### Sequential cells coloured by netlist name

(1.5 px per um) Other sequential cells in the stronger grey, the rest of the logic in the fainter grey.
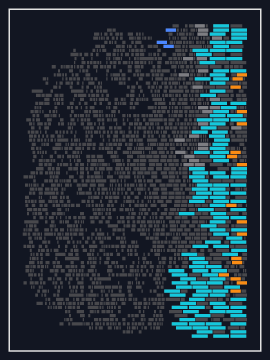
### Cell placement

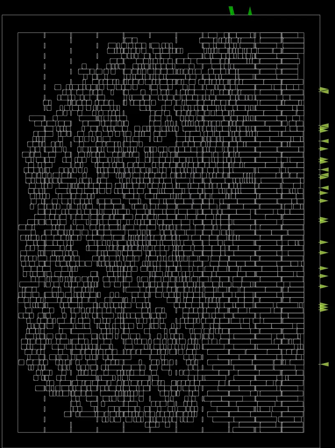
### Cells by drive strength

(1.5 px per um)
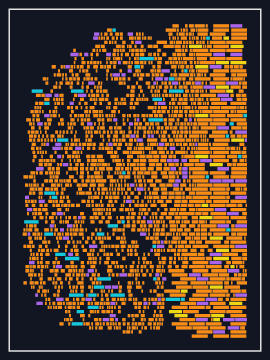
### Placed cells, one colour a class

(2 px per um)
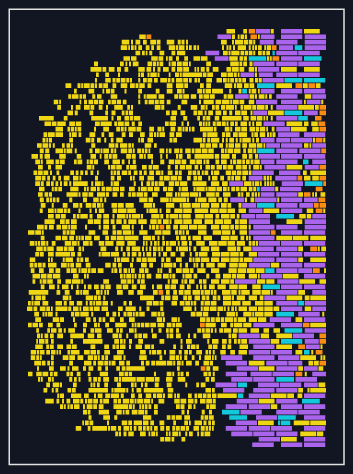
### Signal wires on met3

(1 px per um) Cells faint in the background.
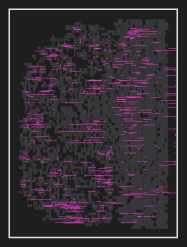
==> config.mk <==
export PLATFORM = sky130hd
export DESIGN_NAME = twiddle_gen
export DESIGN_NICKNAME = d
export VERILOG_FILES = /design/src/rtl/ntt_pkg.sv /design/src/rtl/mod_mul.sv /design/src/rtl/twiddle_gen.sv
export SDC_FILE = /design/constraint.sdc
export NUM_CORES = 1
export LEC_CHECK = 0
export CORE_ASPECT_RATIO = 1.4
export CORE_MARGIN = 8
export CORE_UTILIZATION = 62
export CTS_CLUSTER_SIZE = 24
export DETAILED_ROUTE_END_ITERATION = 16
export PLACE_DENSITY = 0.89
export SYNTH_ARGS = -nofsm -noshare
export SYNTH_HDL_FRONTEND = slang
export SYNTH_SLANG_ARGS = --single-unit
==> constraint.sdc <==
create_clock -name clk -period 61.1 [get_ports clk]
set_input_delay 9.165 -clock clk [delete_from_list [all_inputs] [get_ports clk]]
set_output_delay 9.165 -clock clk [all_outputs]
set_load 0.1 [all_outputs]
==> notes.md <==
Main metrics from the flow reports.

The cell with the most instances on the worst path is ha_1. In the final report, the number of pins over their slew limit comes to 0. The synthesized-area fraction occupied by xor and xnor cells is 6.97%. The total die area came out at 37800 sq um. The fraction of the cycle the final worst path needs came out at 43.2%. The maximum number of pins on one net before global-route repair is 41. The number of nets with antenna violations after detailed routing came out at 0. The buffering stage count on the worst path with inverters included is 1. The highest layer used for signal routing is met4. The main area contributors are edfxtp_1, ha_1, dfxtp_1. The tally of non-filler cells in the final layout came out at 2608. Pin placement for this block handled 29 I/O pins. Counting flops with an async set or reset pin after synthesis yields a share of 0%.

The most common cell in the netlist is nand2_1. In the synthesized netlist, the cells that appear most often are nand2_1, nor2_1, ha_1. Looking at the cell usage after synthesis, the top flip-flop cell is edfxtp_1. The routed design shows a wire length per standard cell of 22.6 um.

For this design, the sink count on the clock tree is 180. The number of cells on the critical path came out at 71. Among cell families on the critical path, the largest total delay comes from simple AND/OR/NAND/NOR gates. The maximum count of clock buffers along a single path came out at 2. The total number of multi-input combinational cells is 1921. Per the placement log, port buffering inserted 28 buffers. The overall fraction of global-route tracks in use is 30.2%.

Per the post-synthesis stats, the area per cell is 8.91 sq um. The routed length on met3 is 3.20 mm. The buffer count from post-CTS setup fixing is 0.

The summed instance area of the synthesized netlist came out at 19700 sq um. The warning total across the stage logs came out at 33. The TritonCTS clock tree is done. The number of endpoints with negative hold slack in the final report is 0. The kind of critical path is reg -> reg. The flow ran to the end, and the final reports show no timing, DRC or antenna violations.

The met1 demand-to-capacity share in global routing is 32.0%. In this run the register-to-register setup slack is 34.73 ns. The count of warnings emitted by yosys came out at 0. The count of flip-flops and latches came out at 180. The fraction of layout instances using a drive strength above 1 came out at 8.90%.

The cell count after placement came out at 2576. In the final layout, flip-flops and latches occupy 4960 sq um.

The number of global-route vias before repair was 18200. The number of clock buffers added by TritonCTS is 17. The synthesized design devotes to its leading area cell type 20.7% of total area.

The setup TNS after final layout is 0 ns. The share of cell area taken by muxes after synthesis came out at 7.85%. The required time of the worst setup path is 61.40 ns.

The initial utilization of the core area, before any placement, comes to 62.7%. Synthesis handed over a netlist of 2209 instances. The top cell class by occupied area is multi-input combinational cells.

The hold-critical path depth is 2. The antenna diode count came out at 0. After the last flow step, the layout net total stands at 2355. The well tap count came out at 395.

The clock network area share came out at 2.91%. The number of hold buffers added after CTS was 0. Hold timing on the final database bottoms out at a slack of 0.507 ns. The placed instance area is 20200 sq um. The count of max-cap constraint violations came out at 0. The transition at the pin with the smallest max-transition slack came out at 1.26 ns. The layout report gives the multi-input gate share of total cell area as 68.5%. The maximum frequency from static timing analysis came out at 0.0379 GHz. The number of gates resized after CTS is 0. The cell at the slowest stage of the critical path is mux2i_1. Per the OpenROAD floorplan log, the width of the die is 167 um. The combinational cell area excluding buffers and inverters came out at 14300 sq um.

The sum of overflow across all layers after global routing is 0. The path class of the tightest hold or removal check is reg -> reg. The detailed router finished its first iteration with 1593 violations.

The number of antenna violations at the first check in global routing is 0. The routability congestion estimate from global placement is 1.01. The biggest cell delay along the critical path is 0.81 ns. The maximum fanout encountered on the critical timing path is 40. Global routing used 56.6% of the available met2 tracks. Setup repair after global routing left no endpoint under its margin.

The count of instantiated cells in the yosys netlist is 2209. The clock slew seen by the registers of the worst setup and hold paths is 0.07 ns.

The number of flip-flops in the largest register came out at 136. The count of cell types in the netlist came out at 127. The main combinational cell family by area after synthesis is AND-OR/OR-AND gates.

The relative max-transition margin is 16.2%. The cell-mix breakdown from Yosys lists the compound-gate area share as 23.9%. The data arrival time at the worst-slack endpoint is 26.67 ns. The H-tree generated during clock tree synthesis spans 4 levels. The count of flip-flops with a built-in enable after synthesis came out at 136. edfxtp_1 takes more of the synthesized area than any other cell.

The length in cells of the worst reg-to-reg path came out at 71. The yosys-reported design area after synthesis came out at 19700 sq um.

After Yosys synthesis, full adders, half adders and majority gates account for 9.80% of the synthesized area. The count of clock-net buffers in the final layout came out at 23. The detailed-route wire length on metal 1 is 22.0 mm. STA classifies the critical path endpoint as a register. The number of detailed-routing iterations run before antenna repair came out at 8.

The final HPWL from detailed placement came out at 45.4 mm. The global-route wire length before repair is 93.8 mm. The post-synthesis share of cell area spent on and, or, nand and nor gates came out at 23.7%. The worst setup skew after layout came out at 0.00932 ns. Wire segments on met2 add up to 30.0 mm in the final route. The worst setup path is launched from a register. Looking at the global route congestion table, the highest-usage layer is met2. The clock network latency to the later pin of the worst-skew pair came out at 0.43 ns. The number of storage elements in the synthesis netlist came out at 180. Sequential elements use 25.2% of the synthesized area. The number of non-clock inverters in the layout came out at 42. The minimum period implied by the final worst setup slack is 26.37 ns.

The vertical die dimension came out at 227 um. The routed layout reports a DRC error count of 0. Looking at the clock tree report, the root buffer type is clkbuf_16. Using the TritonRoute via totals, the vias-per-cell ratio works out to 7.10. The count of endpoints failing setup in the final report came out at 0. The worst-case setup slack after placement came out at 35.50 ns.

Per the final report, the share of cell area in non-clock buffers is 1.68%.
-- 'Sequential cells coloured by netlist name' (at the start) --
legend:
  `mem`:
    colour: cyan
    placed_flops: 136
    where: a vertical strip on the right
  `rd_data`:
    colour: orange
    placed_flops: 17
  `k`:
    colour: blue
    placed_flops: 3
fraction of area in registers: 23.8%

-- 'Cell placement' (at the start) --
Std-Cell Rows: 77
layout filler cell count: 2492

-- 'Cells by drive strength' (at the start) --
legend:
  _0 and _1 cells:
    colour: orange
    cells: 2016
    most_used: nand2_1
  _2 cells:
    colour: purple
    cells: 131
    most_used: mux4_2
  _6 and larger:
    colour: yellow
    cells: 25
    most_used: clkbuf_16
  _3 and _4 cells:
    colour: cyan
    cells: 41
    most_used: buf_4
layout buffer count excluding clock buffers: 38
P&R area growth vs syn: 5.83%
Worst Slack Setup Final: 34.73 ns
Design Area, Final: 20800 sq um

-- 'Placed cells, one colour a class' (at the start) --
legend:
  combinational and other logic:
    colour: yellow
    cells: 1963
    share_of_their_area: 71%
  flops:
    colour: purple
    cells: 180
    share_of_their_area: 24%
  clock drivers and dummy loads:
    colour: cyan
    cells: 32
    share_of_their_area: 3.0%
  other buffers and delay cells:
    colour: orange
    cells: 38
    share_of_their_area: 1.7%
core region area: 31400 sq um
share of the core filled with cells: 66.4%

-- 'Signal wires on met3' (at the start) --
share of all routed wire: 5.4%
longest straight run: 46.9 um
nets with wire on the layer: 369
wire length on this layer: 3200 um
met3 Resource Use GR: 3.28%
via count of the routed design: 18500
total detailed-routing wirelength: 59.0 mm

## layout by cell type, fill, tap and decap left out, types with 17 or more instances in the layout
cell	instances
mux2i_1	47
o21a_1	23
nor4_1	24
and2_1	52
inv_1	42
and4_1	17
nand4_1	49
dfxtp_1	44
nor2_1	169
a21oi_1	127
a31oi_1	33
a21o_1	28
nor3_1	62
mux2_2	23
edfxtp_1	136
clkdlybuf4s50_1	27
a211oi_1	46
or3_1	28
o21ai_1	42
nor2b_1	19
xor2_1	55
o211ai_1	38
o21ai_0	67
mux4_2	34
nand3_1	68
nand2b_1	24
and3_1	50
nand2_1	194
clkbuf_16	17
ha_1	143
xnor2_1	98
